==> config.mk <==
export PLATFORM = sky130hd
export DESIGN_NAME = display_arbiter
export DESIGN_NICKNAME = d
export VERILOG_FILES = /design/src/rtl/display_pkg.sv /design/src/rtl/display_arbiter_rr_picker.sv /design/src/rtl/display_arbiter.sv
export SDC_FILE = /design/constraint.sdc
export NUM_CORES = 1
export LEC_CHECK = 0
export ABC_CLOCK_PERIOD_IN_PS = 9150
export CELL_PAD_IN_SITES_DETAIL_PLACEMENT = 0
export CELL_PAD_IN_SITES_GLOBAL_PLACEMENT = 1
export CORE_MARGIN = 3
export CORE_UTILIZATION = 38
export CTS_CLUSTER_SIZE = 20
export DETAILED_ROUTE_END_ITERATION = 16
export GPL_TIMING_DRIVEN = 0
export PLACE_DENSITY = 0.95
export SLEW_MARGIN = 20
export SYNTH_ARGS = -nofsm -noshare
export SYNTH_HDL_FRONTEND = slang
export SYNTH_SLANG_ARGS = --single-unit
==> constraint.sdc <==
create_clock -name clk -period 9.15 [get_ports clk]
set_input_delay 1.3725 -clock clk [delete_from_list [all_inputs] [get_ports clk]]
set_output_delay 1.3725 -clock clk [all_outputs]
set_load 0.1 [all_outputs]
==> src/rtl/display_pkg.sv <==
// Shared types and constants for the display arbiter and related blocks.
package display_pkg;

    localparam int unsigned DIGIT_W = 4;
    localparam int unsigned DISP_W  = 4 * DIGIT_W;

    typedef enum logic [1:0] {
        IDLE  = 2'd0,
        OWNED = 2'd1,
        GAP   = 2'd2
    } state_e;

    // Bits needed for a counter that must reach 'cycles' without wrapping.
    function automatic int unsigned cnt_width(input int unsigned cycles);
        int unsigned w;
        w = 32'd1;
        if (cycles >= 32'd1) begin
            w = $clog2(cycles + 32'd1);
        end
        return w;
    endfunction

endpackage

==> src/rtl/display_arbiter_rr_picker.sv <==
// Combinational round-robin picker: first requester after last_owner, wrapping;
// last_owner itself is considered last.
module rr_picker #(
    parameter int unsigned N_REQ = 4,
    parameter int unsigned IDX_W = $clog2(N_REQ)
) (
    input  logic [N_REQ-1:0] req_i,
    input  logic [IDX_W-1:0] last_owner_i,
    output logic [N_REQ-1:0] pick_o,
    output logic             valid_o
);

    logic [IDX_W-1:0] idx;

    // Scan offsets 1..N_REQ from the last owner, keep the first active request.
    always_comb begin
        pick_o  = '0;
        valid_o = 1'b0;
        idx     = '0;
        for (int unsigned off = 1; off <= N_REQ; off++) begin
            idx = IDX_W'((32'(last_owner_i) + off) % N_REQ);
            if (!valid_o && req_i[idx]) begin
                pick_o[idx] = 1'b1;
                valid_o     = 1'b1;
            end
        end
    end

endmodule

==> src/rtl/display_arbiter.sv <==
// Round-robin owner arbitration for the shared 4-digit hex display with a
// minimum dwell time per owner. Optional blank gap between owners when
// DISPLAY_ARB_GAP_EN is defined.
module display_arbiter
    import display_pkg::*;
#(
    parameter int unsigned N_REQ        = 4,
    parameter int unsigned DWELL_CYCLES = 50_000_000,
    parameter int unsigned GAP_CYCLES   = 1_000_000
) (
    input  logic                    clk,
    input  logic                    rst_n,
    input  logic [N_REQ-1:0]        req,
    input  logic [DISP_W*N_REQ-1:0] data_in,
    output logic [N_REQ-1:0]        grant,
    output logic [DISP_W-1:0]       data,
    output logic                    enable
);

    localparam int unsigned IDX_W   = $clog2(N_REQ);
    localparam int unsigned CNT_MAX = (DWELL_CYCLES > GAP_CYCLES) ? DWELL_CYCLES : GAP_CYCLES;
    localparam int unsigned CNT_W   = cnt_width(CNT_MAX);
    localparam logic [CNT_W-1:0] DWELL_END = CNT_W'(DWELL_CYCLES);
    localparam logic [CNT_W-1:0] GAP_END   = CNT_W'(GAP_CYCLES - 32'd1);

    state_e             state_q,  state_d;
    logic [CNT_W-1:0]   cnt_q,    cnt_d;
    logic [N_REQ-1:0]   grant_q,  grant_d;
    logic [IDX_W-1:0]   owner_q,  owner_d;
    logic [DISP_W-1:0]  data_q,   data_d;
    logic               enable_q, enable_d;

    logic [N_REQ-1:0]   pick;
    logic               pick_valid;
    logic [IDX_W-1:0]   pick_idx;
    logic [DISP_W-1:0]  owner_data;
    logic               others_req;

    rr_picker #(
        .N_REQ (N_REQ),
        .IDX_W (IDX_W)
    ) u_rr_picker (
        .req_i        (req),
        .last_owner_i (owner_q),
        .pick_o       (pick),
        .valid_o      (pick_valid)
    );

    // One-hot pick to index.
    always_comb begin
        pick_idx = '0;
        for (int unsigned i = 0; i < N_REQ; i++) begin
            if (pick[i]) pick_idx = IDX_W'(i);
        end
    end

    // Select the current owner's data word.
    always_comb begin
        owner_data = '0;
        for (int unsigned i = 0; i < N_REQ; i++) begin
            if (owner_q == IDX_W'(i)) owner_data = data_in[i*DISP_W +: DISP_W];
        end
    end

    assign others_req = |(req & ~grant_q);

    // Next-state and registered-output logic.
    always_comb begin
        state_d  = state_q;
        cnt_d    = cnt_q;
        grant_d  = grant_q;
        owner_d  = owner_q;
        data_d   = data_q;
        enable_d = enable_q;
        case (state_q)
            IDLE: begin
                if (pick_valid) begin
                    grant_d  = pick;
                    owner_d  = pick_idx;
                    cnt_d    = '0;
                    enable_d = 1'b1;
                    state_d  = OWNED;
                end
            end
            OWNED: begin
                data_d = owner_data;
                if (!req[owner_q]) begin
                    // Release wins over a dwell expiry in the same cycle.
                    grant_d  = '0;
                    enable_d = 1'b0;
                    cnt_d    = '0;
`ifdef DISPLAY_ARB_GAP_EN
                    state_d  = GAP;
`else
                    state_d  = IDLE;
`endif
                end else if (cnt_q == DWELL_END) begin
                    if (others_req) begin
`ifdef DISPLAY_ARB_GAP_EN
                        grant_d  = '0;
                        enable_d = 1'b0;
                        cnt_d    = '0;
                        state_d  = GAP;
`else
                        grant_d  = pick;
                        owner_d  = pick_idx;
                        cnt_d    = '0;
`endif
                    end
                end else begin
                    cnt_d = cnt_q + CNT_W'(1);
                end
            end
            GAP: begin
                if (cnt_q >= GAP_END) begin
                    cnt_d = '0;
                    if (pick_valid) begin
                        grant_d  = pick;
                        owner_d  = pick_idx;
                        enable_d = 1'b1;
                        state_d  = OWNED;
                    end else begin
                        state_d  = IDLE;
                    end
                end else begin
                    cnt_d = cnt_q + CNT_W'(1);
                end
            end
            default: begin
                grant_d  = '0;
                enable_d = 1'b0;
                cnt_d    = '0;
                state_d  = IDLE;
            end
        endcase
    end

    // State and output registers.
    always_ff @(posedge clk or negedge rst_n) begin
        if (!rst_n) begin
            state_q  <= IDLE;
            cnt_q    <= '0;
            grant_q  <= '0;
            owner_q  <= IDX_W'(N_REQ - 32'd1);
            data_q   <= '0;
            enable_q <= 1'b0;
        end else begin
            state_q  <= state_d;
            cnt_q    <= cnt_d;
            grant_q  <= grant_d;
            owner_q  <= owner_d;
            data_q   <= data_d;
            enable_q <= enable_d;
        end
    end

    assign grant  = grant_q;
    assign data   = data_q;
    assign enable = enable_q;

endmodule
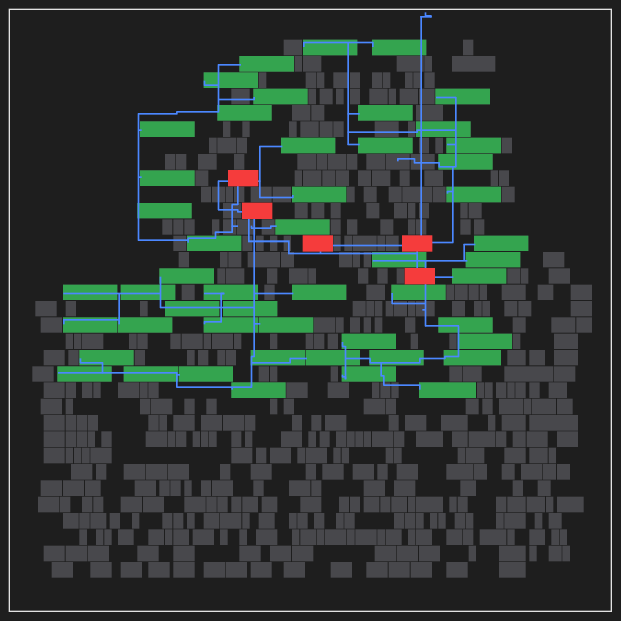
Run 1: clock wires, drivers and flops
(6 px per micron)
- clock drivers: red (count 5)
- flip-flops: green (count 50)
- clock wires: blue (length 574 microns)
- routed clock nets: 6
skew final: 0.0109 ns
Clock power frac: 0.096
Clock net power: 138 uW
worst-skew pair later-pin latency: 0.31 ns

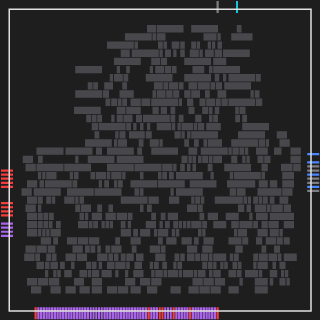
Run 1: pin map
(3 px per micron) Pins as bars across the die edge, other pins in gray.
- grant: blue (pins 4; direction output; edge right)
- data_in: purple (pins 64; direction input; edge 60 bottom, 4 left)
- rst_n: cyan (pins 1; direction input; edge top)
- data: red (pins 16; direction output; edge 9 left, 7 bottom)
- all pins by edge: 67 bottom, 13 left, 9 right, 2 top

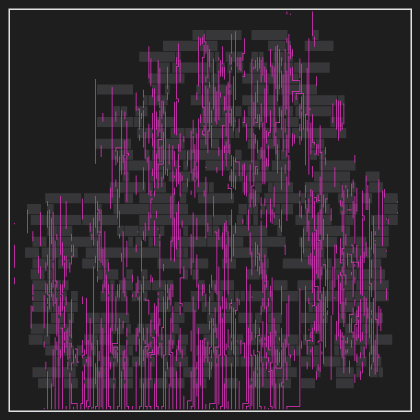
Run 1: met2 routing
(4 px per micron) Cells faint in the background.
- longest straight run: 35.4 microns
- nets with wire on the layer: 509
- wire length on this layer: 4830 microns
WL final: 9480 microns
total number of vias: 3381
met2 Use GR: 0.334

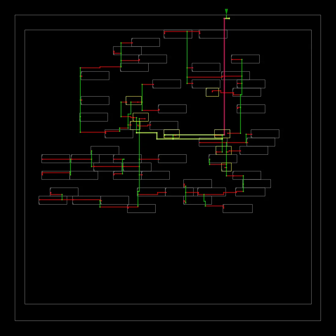
Run 1: the clock network
clkbuf count: 5
flip-flops: 50
CTS Buf Count: 5
Sinks on Clock Net: 50

==> impl_metrics.env, run 1 <==
# implementation run metrics
export IMPL_drive_above_1_share=0.0646
export IMPL_initialDrtViolationCount=145
export IMPL_ys_warn_count=0
export IMPL_numSynthFlops=50
export IMPL_area_growth_pct=32.8
export IMPL_wl_met3_microns=392
export IMPL_min_to="cnt_q[14]$_DFFE_PN0P_"
export IMPL_largest_register_ff_count=26
export IMPL_ir_drop_mv=0.308
export IMPL_timing_fmax_mhz=301
export IMPL_gp_congestion=0.857
export IMPL_ioPinCount=91
export IMPL_clock_path_buffers=2
export IMPL_common_cells="a21oi_1 (78), nor2_1 (58), dfrtp_1 (48), nand2_1 (35), clkbuf_1 (18)"
export IMPL_post_route_util=0.531
export IMPL_area_leaders="dfrtp_1 (36%), a21oi_1 (12%), nor2_1 (6.5%)"
export IMPL_dominantRegCellSynth="dfrtp_1"
export IMPL_r2r_end="owner_q[0]$_DFFE_PN1P_"
export IMPL_critPathLaunch="owner_q[0]$_DFFE_PN1P_"
export IMPL_mux_share=0.0290
export IMPL_holdWs_ns=0.499
export IMPL_cp_max_fo=10
export IMPL_wl_per_cell_microns=15.4
export IMPL_p_int_uw=624
export IMPL_fp_util=0.399
export IMPL_largest_register="cnt_q"
export IMPL_arrival_ns=3.55
export IMPL_p_per_area_nw_per_um2=321
export IMPL_worstPathRequired_ns=9.38
export IMPL_dp_hpwl_microns=7520
export IMPL_crit_slowest_cell="mux4_2"
export IMPL_fin_setup_tns_ns=0
export IMPL_met1_usage=0.251
export IMPL_routedLengthMet1_microns=4130
export IMPL_reg2reg_slack_ns=5.83
export IMPL_postSynthSeqShare=0.373
export IMPL_grt_busiest_layer="met2"
export IMPL_ys_sh_simple=0.270
export IMPL_via_per_inst=5.49
export IMPL_start_kind="flop"
export IMPL_std_cell_rows=33
export IMPL_reg2reg_depth=10
export IMPL_wl_met2_microns=4830
export IMPL_cts_resized=0
export IMPL_drv_cap=0
export IMPL_ctsHoldBuffers=0
export IMPL_grt_max_degree=33
export IMPL_edf_count=0
export IMPL_p_seq_uw=321
export IMPL_htreeDepth=2
export IMPL_power_uw=1430
export IMPL_p_sw_uw=809
export IMPL_hold_class="reg2reg"
export IMPL_use_met3=0.0271
export IMPL_yosys_cells=416
export IMPL_ys_types=59
export IMPL_antenna_found_initial=0
export IMPL_grt_pass1_vias=3266
export IMPL_netlist_area_sq_um=3360
export IMPL_rsz0062_at_grt="no"
export IMPL_leakagePower_uw=0.00176
export IMPL_power_leader="combinational logic"
export IMPL_chipHeight_microns=100
export IMPL_hold_path_depth=2
export IMPL_postCtsSetupRepairBufs=0
export IMPL_ys_sh_adder=0.0372
export IMPL_grtUsageTotal=0.190
export IMPL_grt_pass1_wl_microns=15700
export IMPL_die_w_microns=100
export IMPL_status="complete, no violations"
export IMPL_synth_avg_cell_area_sq_um=8.09
export IMPL_antenna_cells=0
export IMPL_crit_chain="buf_2 > clkbuf_1 > inv_1 > ha_1 > mux4_2 > a31o_1 > a221o_1 > a22oi_2 > nand2_1 > a31oi_1"
==> run 1: area by class of cell <==
| type | instances | area, sq um |
|---|---|---|
| Sequential cell | 50 | 1250 |
| Timing Repair Buffer | 87 | 876 |
| Buffer | 29 | 140 |
| Fill cell | 793 | 3950 |
| Multi-Input combinational cell | 324 | 1920 |
| Tap cell | 105 | 131 |
| Inverter | 13 | 48.8 |
| Clock buffer | 5 | 68.8 |
| Clock inverter | 3 | 28.8 |
==> run 1: tightest hold or removal path: stages, from the launching register on <==
cell     delay [ns]
dfrtp_1        0.35
a31oi_1        0.04
nor2_1         0.07
Run 1, placement by cell class:
(4 px per micron) Fill, decap, tap and diode cells in gray.
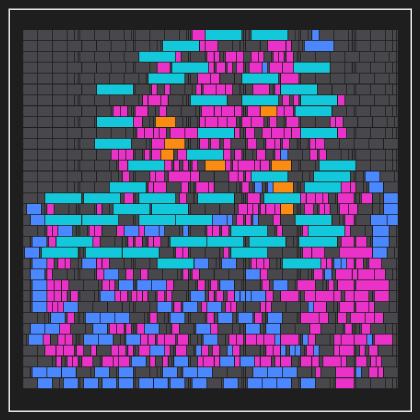

==> run 2, diff against run 1 <==
- ABC_CLOCK_PERIOD_IN_PS: 9150 -> 2700
- CORE_UTILIZATION: 38 -> 32
- PLACE_DENSITY: 0.95 -> 0.86
- clock period: 9.15 -> 2.7 ns (I/O delays scaled with it)
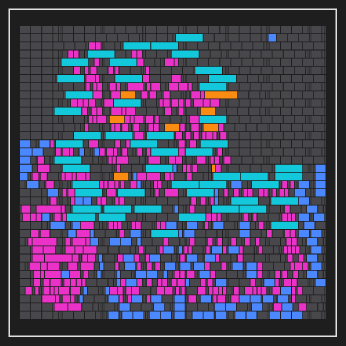
Run 2: placement by cell class
(3 px per micron) Fill, decap, tap and diode cells in gray.
- combinational and other logic: magenta (cells 337)
- sequential cells: cyan (cells 50)
- clock drivers and dummy loads: orange (cells 8)
- remaining buffers and delay cells: blue (cells 120)
final core area utilization: 0.458
standard-cell rows: 36
CORE AREA: 10000 sq um
post-route design area: 4580 sq um

==> run 2 against run 1 <==
  * Largest cell class unchanged
  * Setup slack worse by 5.7 ns
  * Combinational power rose to 3.5 times the previous value
  * Critical path depth down 1
  * Worst hold slack worse by 0.37 ns
  * Sequential share of layout area down 0.66 points
  * Count of clock-buffer cells in the layout up 2
  * Highest routed layer unchanged
  * Total power rose to 3.5 times the previous value
==> impl_metrics.env, run 2 <==
# implementation run metrics
export IMPL_p_int_uw=2330
export IMPL_common_cells="a21oi_1 (78), nor2_1 (58), dfrtp_1 (48), nand2_1 (35), clkbuf_1 (18)"
export IMPL_wl_met3_microns=413
export IMPL_ys_sh_simple=0.270
export IMPL_dominantRegCellSynth="dfrtp_1"
export IMPL_grt_busiest_layer="met2"
export IMPL_numSynthFlops=50
export IMPL_clkPwrFrac=0.107
export IMPL_holdWs_ns=0.125
export IMPL_met1_usage=0.229
export IMPL_cp_max_fo=10
export IMPL_grt_max_degree=51
export IMPL_status="complete, no violations"
export IMPL_grt_pass1_vias=3279
export IMPL_ctsHoldBuffers=0
export IMPL_worstPathRequired_ns=2.88
export IMPL_rsz0062_at_grt="no"
export IMPL_routedLengthMet1_microns=4320
export IMPL_numCtsBuffers=5
export IMPL_netlist_area_sq_um=3360
export IMPL_area_growth_pct=36.0
export IMPL_ys_types=59
export IMPL_postSynthSeqShare=0.373
export IMPL_hold_class="in2async"
export IMPL_largest_register_ff_count=26
export IMPL_initialDrtViolationCount=128
export IMPL_synth_avg_cell_area_sq_um=8.09
export IMPL_fin_worst_skew_ns=0.0114
export IMPL_chipHeight_microns=109
export IMPL_wl_met2_microns=4810
export IMPL_yosys_cells=416
export IMPL_leakagePower_uw=0.00179
export IMPL_via_per_inst=5.19
export IMPL_clock_path_buffers=2
export IMPL_drive_above_1_share=0.0796
export IMPL_use_met3=0.0185
export IMPL_timing_fmax_mhz=387
export IMPL_antenna_found_initial=0
export IMPL_arrival_ns=2.76
export IMPL_insertion_delay_ns=0.30
export IMPL_gp_congestion=0.845
export IMPL_postCtsSetupRepairBufs=3
export IMPL_reg2reg_slack_ns=0.12
export IMPL_grtUsageTotal=0.167
export IMPL_ys_sh_adder=0.0372
export IMPL_htreeDepth=2
export IMPL_cts_resized=2
export IMPL_p_per_area_nw_per_um2=1100
export IMPL_largest_register="cnt_q"
export IMPL_fp_util=0.336
export IMPL_clk_power_uw=542
export IMPL_fin_setup_tns_ns=0
export IMPL_cts_sinks=50
export IMPL_warning_count=34
export IMPL_drv_cap=0
export IMPL_start_kind="flop"
export IMPL_die_w_microns=109
export IMPL_ir_drop_mv=0.965
export IMPL_mux_share=0.0290
export IMPL_dp_hpwl_microns=7510
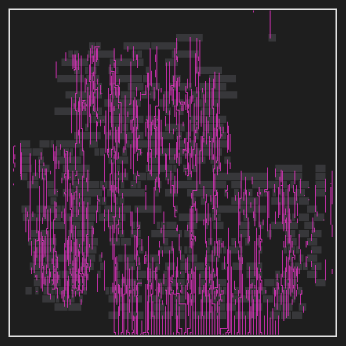
Run 2: met2 routing
(3 px per micron) Cells faint in the background.
- share of all routed wire: 50%
- main direction: vertical
WL final: 9670 microns
total number of vias: 3362
met2 Use GR: 0.289

run 2: netlist changes by cell type in the layout (fill, tap and decap cells not counted), sizes merged:
cell | previous run | this run
buf | 13 | 17
clkbuf | 23 | 25
inv | 15 | 13
bufinv | 0 | 1
clkinv | 1 | 0
run 2: worst max-delay path, stage by stage, from the launching register on:
cell and delay [ns]:
dfstp_2 0.55, clkbuf_8 0.16, inv_2 0.07, ha_4 0.29, mux4_2 0.54, a31o_1 0.20
a221o_1 0.26, a22oi_2 0.19, buf_4 0.15, o22ai_1 0.05
run 2: layout make-up:
class | instances | area, sq um
plain buffers | 27 | 140
multi-input cells | 324 | 1940
clock buffers | 7 | 86.3
flip-flops and latches | 50 | 1250
well taps | 133 | 166
inverters | 13 | 48.8
clock inverters | 1 | 30.0
fillers | 1012 | 5420
repair buffers | 93 | 911
Power is estimated from default activity; no workload was simulated.
